**config.mk**
```make
export PLATFORM = sky130hd
export DESIGN_NAME = shared_adder_sequencer_flat
export DESIGN_NICKNAME = d
export VERILOG_FILES = /design/src/rtl/shared_adder_sequencer_if.sv /design/src/rtl/shared_adder_sequencer.sv /design/src/flat_wrapper.sv
export SDC_FILE = /design/constraint.sdc
export NUM_CORES = 1
export LEC_CHECK = 0
export CAP_MARGIN = 10
export CORE_ASPECT_RATIO = 0.5
export CORE_MARGIN = 1
export CORE_UTILIZATION = 45
export CTS_CLUSTER_DIAMETER = 80
export DETAILED_ROUTE_END_ITERATION = 8
export GPL_TIMING_DRIVEN = 1
export PLACE_DENSITY = 0.82
export REMOVE_ABC_BUFFERS = 1
export SKIP_LAST_GASP = 1
export SLEW_MARGIN = 15
export SYNTH_ARGS = -nofsm -noshare
export SYNTH_HDL_FRONTEND = slang
export SYNTH_SLANG_ARGS = --single-unit
```
**constraint.sdc**
```tcl
create_clock -name clk -period 3.3 [get_ports clk]
set_clock_uncertainty 0.05 [all_clocks]
set_input_delay 0.495 -clock clk [delete_from_list [all_inputs] [get_ports clk]]
set_output_delay 0.495 -clock clk [all_outputs]
set_load 0.005 [all_outputs]
```
**src/rtl/shared_adder_sequencer_if.sv**
```systemverilog
// Request/result bundle for the shared adder sequencer: two operand requesters
// on one side, a valid/ready result port on the other.
interface shared_adder_sequencer_if #(
    parameter int WIDTH = 16
);
    logic [1:0]       req;
    logic [1:0]       sub;
    logic [WIDTH-1:0] A0;
    logic [WIDTH-1:0] B0;
    logic [WIDTH-1:0] A1;
    logic [WIDTH-1:0] B1;
    logic [1:0]       gnt;
    logic             busy;
    logic             res_valid;
    logic             res_ready;
    logic [WIDTH-1:0] Z;
    logic             Cout;
    logic             res_id;

    modport master (
        output req, sub, A0, B0, A1, B1, res_ready,
        input  gnt, busy, res_valid, Z, Cout, res_id
    );

    modport slave (
        input  req, sub, A0, B0, A1, B1, res_ready,
        output gnt, busy, res_valid, Z, Cout, res_id
    );
endinterface

```
**src/rtl/shared_adder_sequencer.sv**
```systemverilog
// Two requesters share one 4-bit adder slice; each WIDTH-bit add/subtract is
// rippled LSB nibble first through a carry register, result on valid/ready.
module shared_adder_sequencer #(
    parameter int WIDTH = 16
) (
    input  logic                    clk,
    input  logic                    rst,
    shared_adder_sequencer_if.slave bus
);
    localparam int NSLICE = WIDTH / 4;
    localparam int CW     = (NSLICE > 1) ? $clog2(NSLICE) : 1;
    localparam logic [CW-1:0] LAST_NIB = CW'(NSLICE - 1);

    typedef enum logic [1:0] {
        IDLE = 2'd0,
        RUN  = 2'd1,
        DONE = 2'd2
    } state_t;

    function automatic logic [4:0] nibble_add(input logic [3:0] a,
                                              input logic [3:0] b,
                                              input logic       ci);
        nibble_add = {1'b0, a} + {1'b0, b} + {4'd0, ci};
    endfunction

    state_t           state_q,     state_d;
    logic [WIDTH-1:0] a_q,         a_d;
    logic [WIDTH-1:0] b_q,         b_d;
    logic [WIDTH-1:0] sum_q,       sum_d;
    logic             carry_q,     carry_d;
    logic             id_q,        id_d;
    logic [CW-1:0]    cnt_q,       cnt_d;
    logic             prio_q,      prio_d;
    logic [WIDTH-1:0] z_q,         z_d;
    logic             cout_q,      cout_d;
    logic             res_id_q,    res_id_d;
    logic             res_valid_q, res_valid_d;

    logic             win_s;
    logic [1:0]       gnt_s;
    logic [4:0]       slice_s;
    logic [CW+1:0]    base_s;

    assign base_s  = {cnt_q, 2'b00};
    assign slice_s = nibble_add(a_q[base_s +: 4], b_q[base_s +: 4], carry_q);

    // Next-state, arbitration and nibble datapath
    always_comb begin
        state_d     = state_q;
        a_d         = a_q;
        b_d         = b_q;
        sum_d       = sum_q;
        carry_d     = carry_q;
        id_d        = id_q;
        cnt_d       = cnt_q;
        prio_d      = prio_q;
        z_d         = z_q;
        cout_d      = cout_q;
        res_id_d    = res_id_q;
        res_valid_d = res_valid_q;
        win_s       = 1'b0;
        gnt_s       = 2'b00;

        case (state_q)
            IDLE: begin
                if (bus.req != 2'b00) begin
                    // prio_q names the requester that wins a tie
                    if (bus.req == 2'b11) begin
                        win_s = prio_q;
                    end else begin
                        win_s = bus.req[1];
                    end
                    if (!rst) begin
                        gnt_s = win_s ? 2'b10 : 2'b01;
                    end else begin
                        gnt_s = 2'b00;
                    end
                    a_d     = win_s ? bus.A1 : bus.A0;
                    b_d     = (win_s ? bus.B1 : bus.B0) ^ {WIDTH{bus.sub[win_s]}};
                    carry_d = bus.sub[win_s];
                    id_d    = win_s;
                    cnt_d   = {CW{1'b0}};
                    prio_d  = ~win_s;
                    state_d = RUN;
                end else begin
                    state_d = IDLE;
                end
            end
            RUN: begin
                sum_d[base_s +: 4] = slice_s[3:0];
                carry_d            = slice_s[4];
                cnt_d              = cnt_q + CW'(1);
                if (cnt_q == LAST_NIB) begin
                    z_d         = sum_d;
                    cout_d      = slice_s[4];
                    res_id_d    = id_q;
                    res_valid_d = 1'b1;
                    cnt_d       = {CW{1'b0}};
                    state_d     = DONE;
                end else begin
                    state_d = RUN;
                end
            end
            DONE: begin
                if (bus.res_ready) begin
                    res_valid_d = 1'b0;
                    state_d     = IDLE;
                end else begin
                    state_d = DONE;
                end
            end
            default: begin
                state_d = IDLE;
            end
        endcase
    end

    // State and datapath registers
    always_ff @(posedge clk or posedge rst) begin
        if (rst) begin
            state_q     <= IDLE;
            a_q         <= {WIDTH{1'b0}};
            b_q         <= {WIDTH{1'b0}};
            sum_q       <= {WIDTH{1'b0}};
            carry_q     <= 1'b0;
            id_q        <= 1'b0;
            cnt_q       <= {CW{1'b0}};
            prio_q      <= 1'b0;
            z_q         <= {WIDTH{1'b0}};
            cout_q      <= 1'b0;
            res_id_q    <= 1'b0;
            res_valid_q <= 1'b0;
        end else begin
            state_q     <= state_d;
            a_q         <= a_d;
            b_q         <= b_d;
            sum_q       <= sum_d;
            carry_q     <= carry_d;
            id_q        <= id_d;
            cnt_q       <= cnt_d;
            prio_q      <= prio_d;
            z_q         <= z_d;
            cout_q      <= cout_d;
            res_id_q    <= res_id_d;
            res_valid_q <= res_valid_d;
        end
    end

    assign bus.gnt       = gnt_s;
    assign bus.busy      = (state_q != IDLE);
    assign bus.res_valid = res_valid_q;
    assign bus.Z         = z_q;
    assign bus.Cout      = cout_q;
    assign bus.res_id    = res_id_q;
endmodule

```
**src/flat_wrapper.sv**
```systemverilog
// flat-port wrapper written by rule: the top's interface ports become plain ports
module shared_adder_sequencer_flat 
#(
    parameter int WIDTH = 16
)
  (clk, rst, bus_req, bus_sub, bus_A0, bus_B0, bus_A1, bus_B1, bus_res_ready, bus_gnt, bus_busy, bus_res_valid, bus_Z, bus_Cout, bus_res_id);
  shared_adder_sequencer_if #(.WIDTH(WIDTH)) bus_i ();
  input  logic clk;
  input  logic rst;
  input wire logic [$bits(bus_i.req)-1:0] bus_req;
  input wire logic [$bits(bus_i.sub)-1:0] bus_sub;
  input wire logic [$bits(bus_i.A0)-1:0] bus_A0;
  input wire logic [$bits(bus_i.B0)-1:0] bus_B0;
  input wire logic [$bits(bus_i.A1)-1:0] bus_A1;
  input wire logic [$bits(bus_i.B1)-1:0] bus_B1;
  input wire logic [$bits(bus_i.res_ready)-1:0] bus_res_ready;
  output wire logic [$bits(bus_i.gnt)-1:0] bus_gnt;
  output wire logic [$bits(bus_i.busy)-1:0] bus_busy;
  output wire logic [$bits(bus_i.res_valid)-1:0] bus_res_valid;
  output wire logic [$bits(bus_i.Z)-1:0] bus_Z;
  output wire logic [$bits(bus_i.Cout)-1:0] bus_Cout;
  output wire logic [$bits(bus_i.res_id)-1:0] bus_res_id;
  assign bus_i.req = bus_req;
  assign bus_i.sub = bus_sub;
  assign bus_i.A0 = bus_A0;
  assign bus_i.B0 = bus_B0;
  assign bus_i.A1 = bus_A1;
  assign bus_i.B1 = bus_B1;
  assign bus_i.res_ready = bus_res_ready;
  assign bus_gnt = bus_i.gnt;
  assign bus_busy = bus_i.busy;
  assign bus_res_valid = bus_i.res_valid;
  assign bus_Z = bus_i.Z;
  assign bus_Cout = bus_i.Cout;
  assign bus_res_id = bus_i.res_id;
  shared_adder_sequencer #(.WIDTH(WIDTH)) u_core (.clk(clk), .rst(rst), .bus(bus_i));
endmodule
```
### Close-up of the layout

Region (55, 22) to (80, 47) µm. Cells in gray, sequential cells in the stronger gray; small squares are vias.
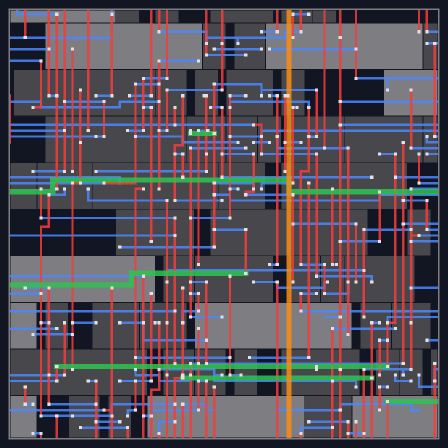
Orange shows metal 4. Red shows metal 2. Blue shows metal 1. Green shows metal 3.
47 logic cells have their middle in the window. Most frequent: nand2_1 (6), dfrtp_1 (6). Sequential cells in the window: 6. Netlist names of flops here include `u_core.a_q` (2).

### Sizing map

Drawn at 4 px/µm.
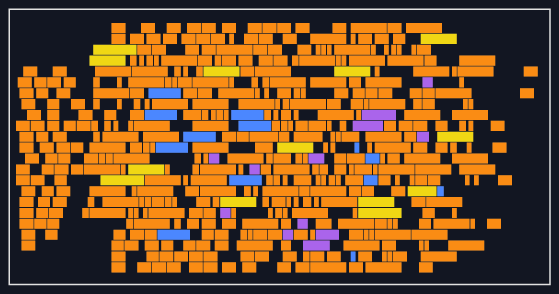
Yellow shows _6 and larger, cells 13, share 2.8%. Purple shows _3 and _4 cells, cells 12, share 2.6%. Orange shows _0 and _1 cells, cells 424, share 92%. Blue shows _2 cells, cells 13, share 2.8%.
synthesis-to-finish area growth: 34.29%
number of buffers outside the clock class in the layout: 96
cell area after layout: 5331 µm²
fin worst setup slack: 394.6 ps

==> reports/results.tsv <==
metric	value	unit
status	finished, final reports clean	
drc	0	
starting_utilization_of_the_core_area	48.07	%
reg_to_reg_endpoint	u_core.sum_q[3]$_DFFE_PP0P_	
layout_top_cell	sky130_fd_sc_hd__clkdlybuf4s50_1	
max_stage_delay	660	ps
ff_type	sky130_fd_sc_hd__dfrtp_1	
cts_buffer_depth	2	
maximum_clock_rate	344.2	MHz
max_slew.worst_pin.slew	957.2	ps
seqCellArea	1852	µm²
cts-resized-gates	0	
timing.final.crit_period	2905	ps
p_switching	2.137	mW
ys_ff	74	
hold_path_startpoint	u_core.id_q$_DFFE_PP0P_	
clock_sink_count	74	
ys_cells	373	
grt_start_max_net_pins	73	
synth_area_per_cell	10.64	µm²
fillerInstances	631	
post_route_core_utilization	64.55	%
routedWlPerCell	15.89	µm
final_tally_of_hold_violations	0	
power.combinational.fraction	48.9	%
detail_route.first_pass.iterations	4	
area.combinational	1981	µm²
fp.dieW	134.8	µm
netlist_instances	373	
route.antenna.remaining_nets	0	
io_pins	93	
### M2 wires

Drawn at 4 px/µm.
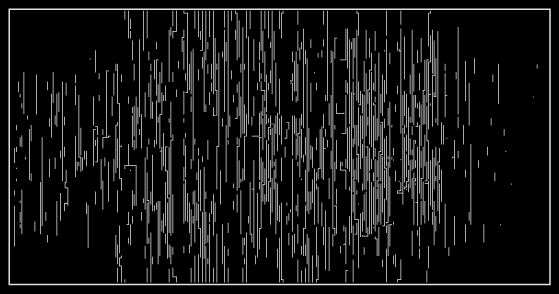
440 nets have wire on it. The longest straight run is 44.2 µm.

cells by family after synthesis:
family / synth area share [%]
mux: 13.14
buf+inv: 4.034
simple gates: 11.03
compound gates: 14.02
flops: 46.64
xor+xnor: 7.280
fa+ha+maj: 3.845
flip-flops by register name, indices dropped and copies added, names as in the netlist:
signal	count
u_core.cnt_q	2
u_core.bus.res_valid	1
u_core.bus.Z	16
u_core.sum_q	16
u_core.state_q	2
u_core.bus.res_id	1
u_core.bus.Cout	1
u_core.carry_q	1
u_core.b_q	16
u_core.prio_q	1
u_core.a_q	16
u_core.id_q	1
layout make-up:
type / instances / share of cell area [%]
repair buffers: 96 / 18.07
inverters: 14 / 0.9857
multi-input cells: 262 / 37.15
flip-flops and latches: 74 / 34.73
clock inverters: 7 / 2.206
well taps: 112 / 2.628
clock buffers: 9 / 4.224
stage by stage:
step                total power [mW]  instances
floorplan                      3.297        350
global placement               4.111        558
detailed placement             4.213        558
CTS                            5.380        574
global route                   5.748        574
finish                         5.388        574
cells in the mapped netlist (7+ instances only):
library cell,n,share of area [%]
sky130_fd_sc_hd__a21oi_1,7,0.88
sky130_fd_sc_hd__a221oi_1,12,2.6
sky130_fd_sc_hd__a22o_1,8,1.8
sky130_fd_sc_hd__a32o_1,8,2.0
sky130_fd_sc_hd__buf_2,14,1.8
sky130_fd_sc_hd__dfrtp_1,74,47
sky130_fd_sc_hd__ha_1,9,2.8
sky130_fd_sc_hd__inv_1,13,1.2
sky130_fd_sc_hd__mux2i_1,33,8.3
sky130_fd_sc_hd__mux4_2,8,4.5
sky130_fd_sc_hd__nand2_1,48,4.5
sky130_fd_sc_hd__nor2_1,30,2.8
sky130_fd_sc_hd__o21ai_1,34,4.3
sky130_fd_sc_hd__xor2_1,32,7.1
worst max-delay path by stage:
stage,depth (start not counted),to,slack (ps),from
finish,6,u_core.sum_q[3]$_DFFE_PP0P_,390,u_core.cnt_q[0]$_DFFE_PP0P_
CTS,6,u_core.sum_q[11]$_DFFE_PP0P_,380,u_core.cnt_q[0]$_DFFE_PP0P_
global placement,6,u_core.sum_q[3]$_DFFE_PP0P_,470,u_core.cnt_q[0]$_DFFE_PP0P_
floorplan,2,bus_gnt[0],-350,bus_req[1]
global route,6,u_core.sum_q[3]$_DFFE_PP0P_,300,u_core.cnt_q[0]$_DFFE_PP0P_
detailed placement,6,u_core.sum_q[3]$_DFFE_PP0P_,440,u_core.cnt_q[0]$_DFFE_PP0P_
per-layer routing:
metal / GRT usage (%) / vias up / share of wire (%)
met5: 0 / - / 0
li1: - / 1483 / -
met4: 9.831 / 0 / 1.9
met2: 36.34 / 92 / 51
met1: 27.03 / 1502 / 43
met3: 6.444 / 15 / 5.0
power by group through the flow:
stage | logic (mW) | registers [mW] | clock network, mW
after global routing | 2.88 | 1.69 | 1.18
after detailed placement | 2.58 | 1.64 | 0
after CTS | 2.62 | 1.63 | 1.13
after floorplan | 1.72 | 1.58 | 0
final | 2.63 | 1.63 | 1.12
after global placement | 2.48 | 1.63 | 0
worst min-delay path, stage by stage (launching register included):
cell and delay [ps]:
sky130_fd_sc_hd__dfrtp_1 340, sky130_fd_sc_hd__nand2_1 50, sky130_fd_sc_hd__nand2_1 50
Power and IR drop assume default switching activity.
